==> config.mk <==
export PLATFORM = sky130hd
export DESIGN_NAME = score_judge
export DESIGN_NICKNAME = d
export VERILOG_FILES = /design/src/rtl/game_pkg.sv /design/src/rtl/popcount_n.sv /design/src/rtl/score_judge.sv
export SDC_FILE = /design/constraint.sdc
export NUM_CORES = 1
export LEC_CHECK = 0
export CORE_MARGIN = 5
export CORE_UTILIZATION = 25
export DETAILED_ROUTE_END_ITERATION = 12
export GPL_TIMING_DRIVEN = 0
export PLACE_DENSITY = 0.42
export SLEW_MARGIN = 10
export SYNTH_ARGS = -nofsm -noshare
export SYNTH_HDL_FRONTEND = slang
export SYNTH_SLANG_ARGS = --single-unit
==> constraint.sdc <==
create_clock -name frame_clk -period 11.15 [get_ports frame_clk]
set_input_delay 2.23 -clock frame_clk [delete_from_list [all_inputs] [get_ports frame_clk]]
set_output_delay 2.23 -clock frame_clk [all_outputs]
set_load 0.01 [all_outputs]
==> src/rtl/game_pkg.sv <==
// Game-level constants shared by the score judge and the arrow droppers:
// the phase encoding and the start/restart keycodes.
package game_pkg;

  typedef enum logic [1:0] {
    IDLE    = 2'd0,
    PLAYING = 2'd1,
    DONE    = 2'd2
  } game_state_t;

  localparam logic [7:0] KEY_START   = 8'h2C;  // space
  localparam logic [7:0] KEY_RESTART = 8'h01;

  // Ceiling for the 10-bit hit and combo counters.
  localparam logic [9:0] CNT_MAX = 10'd1023;

  // True when either USB keycode slot carries the given key.
  function automatic logic key_seen(input logic [7:0] key_a,
                                    input logic [7:0] key_b,
                                    input logic [7:0] key);
    return (key_a == key) || (key_b == key);
  endfunction

endpackage

==> src/rtl/popcount_n.sv <==
// Combinational population count of an N-bit vector.
module popcount_n #(
  parameter int N = 16,
  parameter int W = $clog2(N + 1)
) (
  input  logic [N-1:0] i_vec,
  output logic [W-1:0] o_count
);

  // NOTE: the accumulator starts from a default on every evaluation, so the
  // loop builds pure logic and no latch is inferred.
  always_comb begin
    o_count = '0;
    for (int i = 0; i < N; i++) begin
      o_count = o_count + W'(i_vec[i]);
    end
  end

endmodule

==> src/rtl/score_judge.sv <==
// Game scorekeeper: edge-detects dropper hits, keeps score/combo/hit totals
// and sequences the Idle -> Playing -> Done phases of one song.
module score_judge
  import game_pkg::*;
#(
  parameter int N_DROPS     = 16,
  parameter int SONG_FRAMES = 2400,
  parameter int COMBO_GAP   = 120,
  parameter int BASE_PTS    = 10,
  parameter int BONUS_CAP   = 20,
  parameter int SCORE_MAX   = 9999
) (
  input  logic               frame_clk,
  input  logic               Reset,
  input  logic [7:0]         keycode,
  input  logic [7:0]         keycode_second,
  input  logic [N_DROPS-1:0] score_in,
  output logic [1:0]         game_state,
  output logic [13:0]        score,
  output logic [9:0]         hit_count,
  output logic [9:0]         combo,
  output logic [9:0]         max_combo,
  output logic               new_hit,
  output logic               game_over
);

  localparam int PW = $clog2(N_DROPS + 1);
  localparam int GW = $clog2(COMBO_GAP + 1);

  localparam logic [11:0]   LAST_FRAME = 12'(SONG_FRAMES - 1);
  localparam logic [GW-1:0] GAP_LIMIT  = GW'(COMBO_GAP);
  localparam logic [9:0]    BONUS_LIM  = 10'(BONUS_CAP);
  localparam logic [15:0]   SCORE_LIM  = 16'(SCORE_MAX);

  game_state_t        r_state, w_state_nxt;
  logic [N_DROPS-1:0] r_score_prev;
  logic [11:0]        r_frame_cnt, w_frame_cnt_nxt;
  logic [GW-1:0]      r_gap_cnt, w_gap_cnt_nxt;
  logic [13:0]        r_score, w_score_nxt;
  logic [9:0]         r_hit_count, w_hit_count_nxt;
  logic [9:0]         r_combo, w_combo_nxt;
  logic [9:0]         r_max_combo, w_max_combo_nxt;
  logic               r_new_hit, w_new_hit_nxt;

  logic [N_DROPS-1:0] w_hit_vec;
  logic [PW-1:0]      w_p;
  logic [9:0]         w_bonus;
  logic [15:0]        w_score_sum;
  logic [10:0]        w_hit_sum;
  logic [10:0]        w_combo_sum;
  logic [GW-1:0]      w_gap_inc;

  // A flag counts only on its 0->1 transition; a held flag is one hit.
  assign w_hit_vec = score_in & ~r_score_prev;

  popcount_n #(
    .N (N_DROPS),
    .W (PW)
  ) u_popcount (
    .i_vec   (w_hit_vec),
    .o_count (w_p)
  );

  // Every hit in a frame earns the bonus from the combo before that frame.
  assign w_bonus     = (r_combo > BONUS_LIM) ? BONUS_LIM : r_combo;
  assign w_score_sum = 16'(r_score)
                     + 16'(w_p) * (16'(BASE_PTS) + 16'(w_bonus));
  assign w_hit_sum   = {1'b0, r_hit_count} + 11'(w_p);
  assign w_combo_sum = {1'b0, r_combo} + 11'(w_p);
  assign w_gap_inc   = (r_gap_cnt >= GAP_LIMIT) ? GAP_LIMIT : r_gap_cnt + 1'b1;

  always_comb begin
    w_state_nxt     = r_state;
    w_frame_cnt_nxt = r_frame_cnt;
    w_gap_cnt_nxt   = r_gap_cnt;
    w_score_nxt     = r_score;
    w_hit_count_nxt = r_hit_count;
    w_combo_nxt     = r_combo;
    w_max_combo_nxt = r_max_combo;
    w_new_hit_nxt   = 1'b0;

    unique case (r_state)
      IDLE: begin
        if (key_seen(keycode, keycode_second, KEY_START)) begin
          w_state_nxt     = PLAYING;
          w_frame_cnt_nxt = '0;
          w_gap_cnt_nxt   = '0;
          w_score_nxt     = '0;
          w_hit_count_nxt = '0;
          w_combo_nxt     = '0;
          w_max_combo_nxt = '0;
        end
      end

      PLAYING: begin
        w_frame_cnt_nxt = r_frame_cnt + 1'b1;
        if (w_p != '0) begin
          w_score_nxt     = (w_score_sum > SCORE_LIM) ? 14'(SCORE_LIM)
                                                      : 14'(w_score_sum);
          w_hit_count_nxt = w_hit_sum[10] ? CNT_MAX : w_hit_sum[9:0];
          w_combo_nxt     = w_combo_sum[10] ? CNT_MAX : w_combo_sum[9:0];
          w_gap_cnt_nxt   = '0;
          w_new_hit_nxt   = 1'b1;
        end else begin
          w_gap_cnt_nxt = w_gap_inc;
          if (w_gap_inc == GAP_LIMIT) begin
            w_combo_nxt = '0;
          end
        end
        if (w_combo_nxt > r_max_combo) begin
          w_max_combo_nxt = w_combo_nxt;
        end
        // The final frame's hits are already folded in above.
        if (r_frame_cnt == LAST_FRAME) begin
          w_state_nxt = DONE;
        end
      end

      DONE: begin
        if (key_seen(keycode, keycode_second, KEY_RESTART)) begin
          w_state_nxt = IDLE;
        end
      end

      default: w_state_nxt = IDLE;
    endcase
  end

  // NOTE: state elements use non-blocking assignments so every register
  // samples the pre-edge values regardless of statement order.
  always_ff @(posedge frame_clk) begin
    if (Reset) begin
      r_state      <= IDLE;
      r_score_prev <= '0;
      r_frame_cnt  <= '0;
      r_gap_cnt    <= '0;
      r_score      <= '0;
      r_hit_count  <= '0;
      r_combo      <= '0;
      r_max_combo  <= '0;
      r_new_hit    <= 1'b0;
    end else begin
      r_state      <= w_state_nxt;
      r_score_prev <= score_in;
      r_frame_cnt  <= w_frame_cnt_nxt;
      r_gap_cnt    <= w_gap_cnt_nxt;
      r_score      <= w_score_nxt;
      r_hit_count  <= w_hit_count_nxt;
      r_combo      <= w_combo_nxt;
      r_max_combo  <= w_max_combo_nxt;
      r_new_hit    <= w_new_hit_nxt;
    end
  end

  assign game_state = r_state;
  assign score      = r_score;
  assign hit_count  = r_hit_count;
  assign combo      = r_combo;
  assign max_combo  = r_max_combo;
  assign new_hit    = r_new_hit;
  assign game_over  = (r_state == DONE);

endmodule

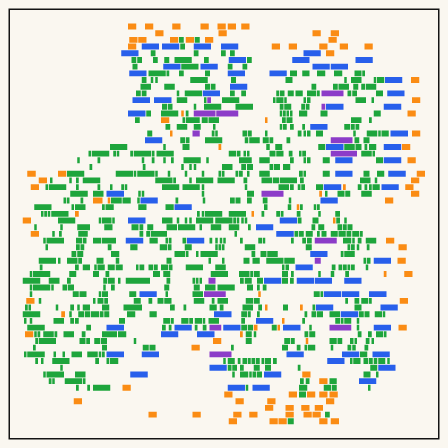
(cell classes on the final placement)
Key: blue = flops [cells 82]; purple = clock drivers and dummy loads [cells 16]; green = combinational and other logic [cells 692]; orange = other buffers and delay cells [cells 102]

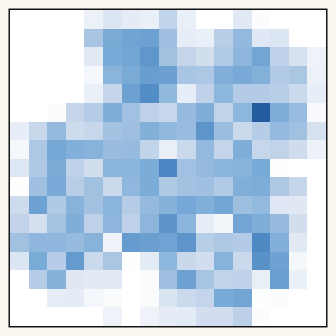
(local utilization)
The die is cut into 17 by 17 equal tiles; white is low, dark blue is high, 0 to 100% covered.
The emptiest ninth of the die: upper left. The mean over all tiles is 26%. The fullest tile reaches 82%. 20% of the tiles are nearly empty. 0.30% of the tiles are over 75% full.

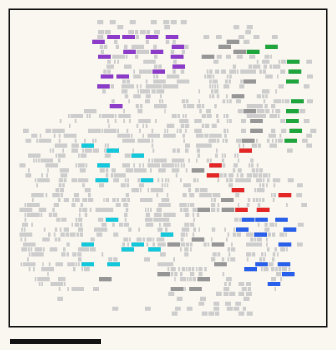
(register map, names as in the netlist)
The bar under the picture is 50 µm long.
Key: purple = r_score_prev [flops 16]; blue = r_frame_cnt [flops 12, where lower right]; red = r_gap_cnt [flops 7, where middle right]; green = max_combo [flops 10, where upper right]; cyan = score [flops 14]
power dissipated in sequential cells: 299 µW
sequential share of cell area: 0.197
total area of sequential cells: 1640 µm²

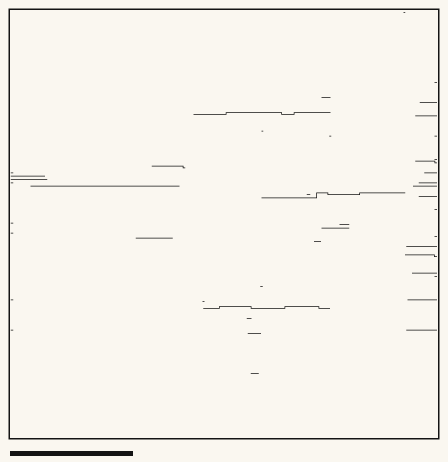
(metal 3)
The bar under the picture is 50 µm long.
The longest straight run is 60.3 µm. The wires run mostly horizontal. The layer holds 2.4% of the routed length.
routed wire length: 18,200 µm
vias post-DR: 5,688
met3 usage: 0.0211

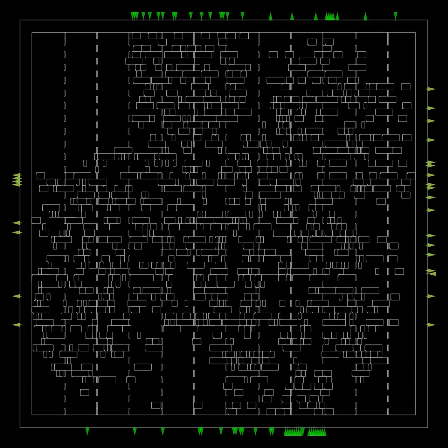
(cell placement)
n_taps: 341
Core Footprint: 26,700 µm²
final core occ: 0.312
seq_cells: 82
non-filler cells, final: 1,233

==> power by group <==
| part | internal [mW] | switching (mW) |
|---|---|---|
| Clock | 0.180 | 0.135 |
| Sequential | 0.297 | 0.00246 |
| Combinational | 0.465 | 0.710 |
==> flip-flops by register name (all words and copies together) (netlist names) <==
signal	flops
new_hit	1
hit_count	10
score	14
game_state	2
r_gap_cnt	7
r_score_prev	16
combo	10
max_combo	10
r_frame_cnt	12
==> final cells by class <==
cell class              count  area (µm²)  area share
inverters                 104         390      0.0468
clock buffers              10         239      0.0286
multi-input cells         588        4690       0.562
repair buffers             80         801      0.0959
flip-flops and latches     82        1640       0.197
clock inverters             6        65.1     0.00779
well taps                 341         427      0.0511
plain buffers              22        93.8      0.0112
==> notes.md <==
The flow ran to the end, and the final reports show no timing, DRC or antenna violations. Number of sinks on the clock net: 82. Setup total negative slack on the finished layout was measured at 0 ns.

The portion of the post-synthesis area used by sequential elements came out at 0.244. Per the OpenROAD floorplan log, the area of the die is 30,300 µm². Global routing finished with a remaining overflow of 0.

The detailed router used layers up to and including met4. Data on the critical path is required at its endpoint by 11.45 ns. Buffers inserted during clock tree synthesis total 9. The AND-OR/OR-AND share of the synthesized area is 0.208. Looking at the reg2reg group, the worst path ends at score[7].

With the synthesis-to-finish area growth at 24.2%, the post-CTS setup buffer count is 0. Setup slack on the worst path after placement came out at 0.00118 ns. The run gives 5,776 for the number of global-route vias before repair.

The share of the synthesized area in the top cell type was 0.244. The critical path in the final layout is reported with a setup slack of 0.444 ns. The tools report the number of warning messages in the yosys log as 0. The synthesized-area fraction occupied by adder cells is 0.253. In the Yosys stats the netlist draws on 73 distinct library cells.

The pin slew with the least headroom to its limit works out to 0.859 ns. During I/O placement, the number of pins put on the boundary was 82. The length in cells of the worst reg-to-reg path came out at 27.

The worst setup path is launched from a primary input. The most used routing layer was met2. The number of fill cells was 2,886.

Yosys attributes the largest share of cell area to sky130_fd_sc_hd__dfxtp_1 (24%), sky130_fd_sc_hd__fa_1 (16%), sky130_fd_sc_hd__ha_1 (9.5%), sky130_fd_sc_hd__inv_1 (5.8%), sky130_fd_sc_hd__nor2_1 (4.1%). The library cell occupying the most area in the post-synthesis netlist was sky130_fd_sc_hd__dfxtp_1. Kind of cell adding the most delay to the critical path: adder cells. The dominant kind of combinational cell is adder cells. In the final design database the tool counted 1,025 nets. Row generation in the floorplan step produced 60 rows. The worst setup path is of the primary input to flip-flop kind. The worst-case headroom to the max-slew limit was 0.425. In the Yosys report the total cell count is 773. The run gives 0 for the number of instances resized during post-cts repair. Per the placement report, the placed cell count is 1,217. The global router's overall resource usage was 0.123. The average routed wire per standard cell is 14.8 µm. The run gives 0 for the detailed-route DRC error count.

The placer's final routability congestion estimate is 0.768, and the number of port buffers is 80. Entering global routing, the biggest net connects 15 pins. The first routing iteration left 247 violations. The largest fanout on the critical path works out to 10.

The basic-gate share of the synthesized area counting and, or, nand and nor cells was 0.180; the number of pins exceeding their max-slew limit in the final report was 0. Hold-check failures listed in the final report amount to 0. In the log, the iteration count for the first detailed-route pass is 4.

The final standard cell area without fillers is 8350 µm², and the number of failing setup endpoints in the final timing report is 0. The minimum period implied by the final worst setup slack was 10.71 ns. For reference, the top cells by count after synthesis are sky130_fd_sc_hd__inv_1 (103), sky130_fd_sc_hd__dfxtp_1 (82), sky130_fd_sc_hd__nor2_1 (74), sky130_fd_sc_hd__fa_1 (53), sky130_fd_sc_hd__ha_1 (51). Looking at the worst setup and hold paths, the clock pins of their registers show a slew of 0.07 ns. Post-synthesis sequential element count: 82. Looking at hold timing, the worst path starts from score[4].

The fraction of met2 tracks used by global routing was 0.206. The cell type of the slowest stage on the worst timing path was sky130_fd_sc_hd__a2111oi_0. The async set-or-reset flop fraction in the synthesized netlist is 0. Clock root buffer: sky130_fd_sc_hd__clkbuf_16. The cell area that synthesis handed to floorplanning was 6720 µm².

Summed over all nets, the half-perimeter wirelength after detailed placement is 14,700 µm. STA reports a reg2reg setup slack of 2.54 ns. In this run the tools logged warnings totalling 28.

The vertical die dimension was 174 µm. The horizontal die dimension reported for this design is 174 µm. The endpoint of the worst hold path is reported as score[4]. The area of the synthesized netlist per yosys stat came out at 6720 µm².

The cell repeated most along the worst path was sky130_fd_sc_hd__fa_1. The number of hold buffers added after cts was 0; the share of post-route cells with drive strength above 1 was 0.0471. The analysis reports a worst IR drop on VDD of 0.0927 mV. In the detailed route, the total length drawn on met3 is 443 µm. TritonCTS built the clock tree.

The cell with the most instances after synthesis is sky130_fd_sc_hd__inv_1. Overall power consumption after layout is estimated at 1.79 mW.
No activity file was given, so power comes from the tool's default toggle rates.
